Fig. 1: the clock network
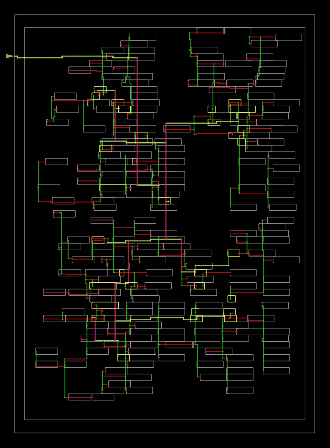
Fig. 2: signal wires by layer
Scale bar: 50 µm.
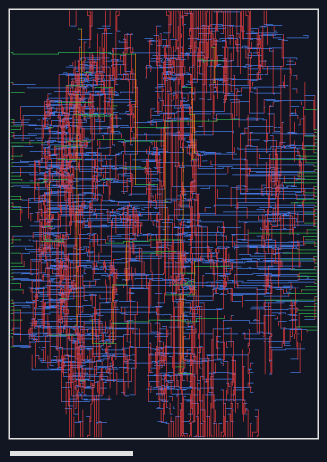
Fig. 3: nets reached from selected ports
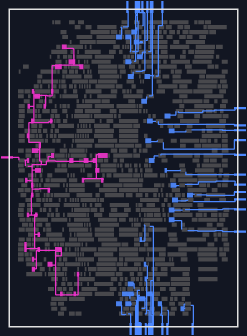
Fig. 4: sizing map
Scale bar: 50 µm.
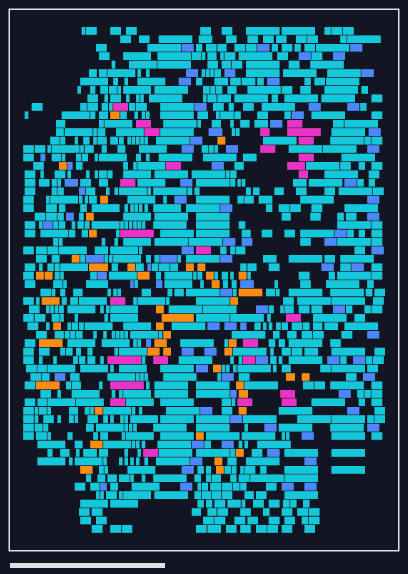
Fig. 5: sequential cells colored by netlist name
Scale bar: 50 µm. Other sequential cells in the stronger gray, the rest of the logic in the fainter gray.
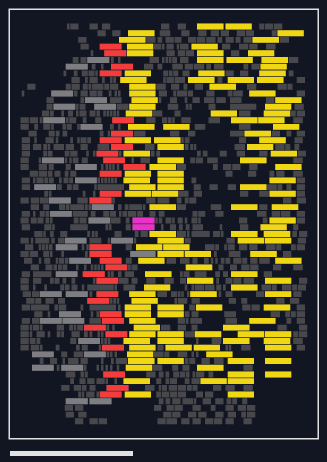
===== src/rtl/fetch_queue_pkg.sv =====
// rtl/fetch_queue_pkg.sv - shared constants and types for the fetch stage
// Contents: NOP encoding, PC step, opcode field range, fetch buffer entry type.

package fetch_queue_pkg;

  // Canonical NOP (addi x0, x0, 0) shown to decode whenever nothing is valid.
  localparam logic [31:0] NOP_INST = 32'h0000_0013;

  // Byte distance between sequential instruction words.
  localparam logic [31:0] PC_STEP = 32'd4;

  // Opcode field of an instruction word, as sliced by decode.
  localparam int IR_OPCODE_HI = 6;
  localparam int IR_OPCODE_LO = 0;

  // One buffered fetch: the word together with the PC it was fetched from.
  typedef struct packed {
    logic [31:0] pc;
    logic [31:0] inst;
  } fetch_entry_t;

endpackage


===== src/rtl/fetch_queue_fifo.sv =====
// rtl/fetch_queue_fifo.sv - small power-of-two FIFO holding fetched {pc, inst} entries
// Ports:
//   clk, rst          rising-edge clock, asynchronous active-high reset
//   push, push_data   write an entry at the tail
//   pop               retire the head entry (ignored when empty)
//   flush             discard all entries; overrides push and pop in the same cycle
//   head_data         head entry, read straight from storage
//   count             number of valid entries (0..DEPTH)

module fetch_queue_fifo #(
  parameter int DEPTH = 2,
  parameter int WIDTH = 64
) (
  input  logic                     clk,
  input  logic                     rst,
  input  logic                     push,
  input  logic [WIDTH-1:0]         push_data,
  input  logic                     pop,
  input  logic                     flush,
  output logic [WIDTH-1:0]         head_data,
  output logic [$clog2(DEPTH):0]   count
);

  localparam int PW = $clog2(DEPTH);
  localparam logic [PW:0]   FULL_COUNT = (PW+1)'(DEPTH);
  localparam logic [PW:0]   COUNT_ONE  = (PW+1)'(1);
  localparam logic [PW-1:0] PTR_ONE    = PW'(1);

  logic [WIDTH-1:0] mem [DEPTH];
  logic [PW-1:0]    wr_ptr;
  logic [PW-1:0]    rd_ptr;
  logic             full;
  logic             empty;
  logic             do_push;
  logic             do_pop;

  assign full    = (count == FULL_COUNT);
  assign empty   = (count == '0);
  assign do_push = push && !flush;
  assign do_pop  = pop && !flush && !empty;

  assign head_data = mem[rd_ptr];

  // Storage carries no reset; count gates every read of it.
  always_ff @(posedge clk) begin
    if (do_push) begin
      mem[wr_ptr] <= push_data;
    end
  end

  always_ff @(posedge clk or posedge rst) begin
    if (rst) begin
      wr_ptr <= '0;
      rd_ptr <= '0;
      count  <= '0;
    end else if (flush) begin
      wr_ptr <= '0;
      rd_ptr <= '0;
      count  <= '0;
    end else begin
      if (do_push) begin
        wr_ptr <= wr_ptr + PTR_ONE;
      end
      if (do_pop) begin
        rd_ptr <= rd_ptr + PTR_ONE;
      end
      case ({do_push, do_pop})
        2'b10:   count <= count + COUNT_ONE;
        2'b01:   count <= count - COUNT_ONE;
        default: count <= count;
      endcase
    end
  end

  // The request credit upstream must make overflow impossible.
  always @(posedge clk) begin
    if (!rst) begin
      assert (!(do_push && full && !do_pop));
    end
  end

endmodule


===== src/rtl/fetch_queue.sv =====
// rtl/fetch_queue.sv - instruction fetch stage: PC, imem request credit, fetch buffer
// Optional feature macro: FETCH_MISALIGN_EXC_EN (misaligned redirect halts fetch and
// presents a single flagged NOP entry; adds port if_misaligned).
// Ports:
//   clk, rst                     rising-edge clock, asynchronous active-high reset
//   imem_req, imem_addr          word request to 1-cycle-latency instruction memory
//   imem_rdata                   returned word, valid the cycle after imem_req
//   redirect_valid, redirect_pc  control-flow redirect from execute
//   id_ready                     decode takes the head entry this cycle
//   if_valid, if_inst, if_pc     head entry toward decode (NOP / 0 when empty)
//   if_pc_plus4                  if_pc + 4, wrapping

module fetch_queue
  import fetch_queue_pkg::*;
#(
  parameter logic [31:0] RESET_PC = 32'h0000_0000,
  parameter int          DEPTH    = 2
) (
  input  logic        clk,
  input  logic        rst,
  output logic        imem_req,
  output logic [31:0] imem_addr,
  input  logic [31:0] imem_rdata,
  input  logic        redirect_valid,
  input  logic [31:0] redirect_pc,
  input  logic        id_ready,
  output logic        if_valid,
  output logic [31:0] if_inst,
  output logic [31:0] if_pc,
  output logic [31:0] if_pc_plus4
`ifdef FETCH_MISALIGN_EXC_EN
  ,
  output logic        if_misaligned
`endif
);

  localparam int          CW      = $clog2(DEPTH) + 1;
  localparam logic [CW:0] DEPTH_W = (CW+1)'(DEPTH);

  logic [31:0]   pc_q;
  logic [31:0]   pend_pc_q;
  logic          pend_q;
  logic          drop_q;

  logic [CW-1:0] fifo_count;
  fetch_entry_t  head;
  fetch_entry_t  push_entry;
  logic          fifo_valid;
  logic          fire_pop;
  logic          fire_push;
  logic [CW:0]   credit_used;
  logic [31:0]   redirect_target;
  logic          halted;

  assign fifo_valid = (fifo_count != '0);
  assign fire_pop   = fifo_valid && id_ready && !redirect_valid;
  assign fire_push  = pend_q && !drop_q && !redirect_valid;
  assign push_entry = {pend_pc_q, imem_rdata};

  // Entries held plus the response in flight, less the head leaving this cycle.
  // Counting the departing head lets a 2-deep buffer sustain one word per cycle
  // while still never issuing a request whose data could find the buffer full.
  assign credit_used = {1'b0, fifo_count}
                     + {{CW{1'b0}}, pend_q}
                     - {{CW{1'b0}}, fire_pop};

  assign imem_req  = !rst && !redirect_valid && !halted && (credit_used < DEPTH_W);
  assign imem_addr = pc_q;

`ifdef FETCH_MISALIGN_EXC_EN
  logic        halt_q;
  logic        halt_valid_q;
  logic [31:0] halt_pc_q;
  logic        misaligned;

  assign misaligned      = (redirect_pc[1:0] != 2'b00);
  assign redirect_target = redirect_pc;
  assign halted          = halt_q;

  // A misaligned target parks fetch; its lone flagged entry can be consumed,
  // but only another redirect (or reset) restarts fetching.
  always_ff @(posedge clk or posedge rst) begin
    if (rst) begin
      halt_q       <= 1'b0;
      halt_valid_q <= 1'b0;
      halt_pc_q    <= '0;
    end else if (redirect_valid) begin
      halt_q       <= misaligned;
      halt_valid_q <= misaligned;
      halt_pc_q    <= redirect_pc;
    end else if (halt_q && halt_valid_q && id_ready) begin
      halt_valid_q <= 1'b0;
    end
  end
`else
  assign redirect_target = redirect_pc & 32'hFFFF_FFFC;
  assign halted          = 1'b0;
`endif

  always_ff @(posedge clk or posedge rst) begin
    if (rst) begin
      pc_q      <= RESET_PC;
      pend_q    <= 1'b0;
      pend_pc_q <= '0;
      drop_q    <= 1'b0;
    end else begin
      pend_q <= imem_req;
      // A response already in flight at a redirect belongs to the old path.
      drop_q <= redirect_valid && pend_q;
      if (imem_req) begin
        pend_pc_q <= pc_q;
      end
      if (redirect_valid) begin
        pc_q <= redirect_target;
      end else if (imem_req) begin
        pc_q <= pc_q + PC_STEP;
      end
    end
  end

  fetch_queue_fifo #(
    .DEPTH (DEPTH),
    .WIDTH ($bits(fetch_entry_t))
  ) u_fifo (
    .clk       (clk),
    .rst       (rst),
    .push      (fire_push),
    .push_data (push_entry),
    .pop       (fire_pop),
    .flush     (redirect_valid),
    .head_data (head),
    .count     (fifo_count)
  );

  always_comb begin
    if_valid = fifo_valid;
    if_inst  = fifo_valid ? head.inst : NOP_INST;
    if_pc    = fifo_valid ? head.pc   : '0;
`ifdef FETCH_MISALIGN_EXC_EN
    if_misaligned = 1'b0;
    if (halt_q) begin
      if_valid      = halt_valid_q;
      if_inst       = NOP_INST;
      if_pc         = halt_valid_q ? halt_pc_q : '0;
      if_misaligned = halt_valid_q;
    end
`endif
  end

  assign if_pc_plus4 = if_pc + PC_STEP;

endmodule


===== config.mk =====
export PLATFORM = sky130hd
export DESIGN_NAME = fetch_queue
export DESIGN_NICKNAME = d
export VERILOG_FILES = /design/src/rtl/fetch_queue_pkg.sv /design/src/rtl/fetch_queue_fifo.sv /design/src/rtl/fetch_queue.sv
export SDC_FILE = /design/constraint.sdc
export NUM_CORES = 1
export LEC_CHECK = 0
export CORE_AREA = 4 4 121 170
export CTS_BUF_LIST = sky130_fd_sc_hd__clkbuf_8
export DETAILED_ROUTE_END_ITERATION = 6
export DIE_AREA = 0 0 125 174
export PLACE_DENSITY = 0.78
export SYNTH_ARGS = -nofsm -noshare
export SYNTH_HDL_FRONTEND = slang
export SYNTH_HIERARCHICAL = 1
export SYNTH_SLANG_ARGS = --single-unit

===== constraint.sdc =====
create_clock -name clk -period 4.3 [get_ports clk]
set_clock_uncertainty 0.2 [all_clocks]
set_input_delay 0.86 -clock clk [delete_from_list [all_inputs] [get_ports clk]]
set_output_delay 0.86 -clock clk [all_outputs]
set_load 0.02 [all_outputs]

==> reports/results.txt <==
Status: finished, violations left
Violated checks: negative setup slack
CP Class: flop to output pin
Log Warnings: 31
Non-clk invs: 20
Top-area cell share: 42.65%
DPL Wire Length: 14,850 µm
Final setup fails: 1
#MultiIn Comb: 497
DP Worst Slack: -0.2396 ns
CP Depth: 9
Critical Path Start: u_fifo/rd_ptr$_DFFE_PP0P_
CP Max Fanout: 9
Crit path DRT: 3.24 ns
Reg2reg path depth: 13
PnR worst setup slack: -0.003807 ns
Top Layer Used: met4
Die X: 125 µm
CP max stage cell: clkdlybuf4s50_1
Post-synth area from yosys stat: 0.009012 mm²
DR WL met2: 10,710 µm
Fin util: 62.04%
Post-DP Area: 0.01126 mm²
Synth mux share: 8.219%
Via Count: 6,433
Antenna diodes: 0
Back to the opening pictures, Fig. 1:
clock buf count: 19
Late-Pin Clk Latency: 0.47 ns
CTS sink count: 194

Back to the opening pictures, Fig. 2:
Key: metal 1 = blue [wire length 8,550 µm]; metal 2 = red [wire length 10,700 µm]; metal 3 = green [wire length 928 µm]; metal 4 = orange [wire length 479 µm]

Back to the opening pictures, Fig. 3:
Key: redirect_valid = magenta [bits 1, direction input, end cells 41, buffers 2, wire 387 µm]; if_pc_plus4 = blue [bits 32, direction output, end cells 32, buffers 32, wire 993 µm]
I/O pins: 198
Port Buffer Count: 193

Back to the opening pictures, Fig. 4:
Key: _3 and _4 cells = orange [cells 45]; _0 and _1 cells = cyan [cells 810]; _2 cells = blue [cells 85]; _6 and larger = magenta [cells 27]

Back to the opening pictures, Fig. 5:
Key: u_fifo/count = magenta [placed flops 2]; u_fifo/mem = yellow [placed flops 128]; pend_pc_q = red [placed flops 30]

sequential cells by signal (all words and copies together), names as in the netlist:
register and flops:
pend_pc_q 30, u_fifo/count 2, u_fifo/rd_ptr 1, imem_addr 30, drop_q 1, u_fifo/mem 128, u_fifo/wr_ptr 1, pend_q 1
synth_stat cells (all sizes together), types with 5 or more instances:
| cell | number |
|---|---|
| and4 | 5 |
| dfrtp | 66 |
| and2 | 56 |
| clkbuf | 12 |
| o21ai | 22 |
| xor2 | 10 |
| buf | 25 |
| nor2 | 27 |
| xnor2 | 23 |
| o211ai | 10 |
| inv | 18 |
| nand3 | 30 |
| nand4 | 21 |
| mux2 | 64 |
| o311ai | 13 |
| nand2 | 144 |
| edfxtp | 128 |
| nand2b | 5 |
| nor3 | 7 |
| and3 | 5 |
| a21oi | 6 |
| or4 | 5 |
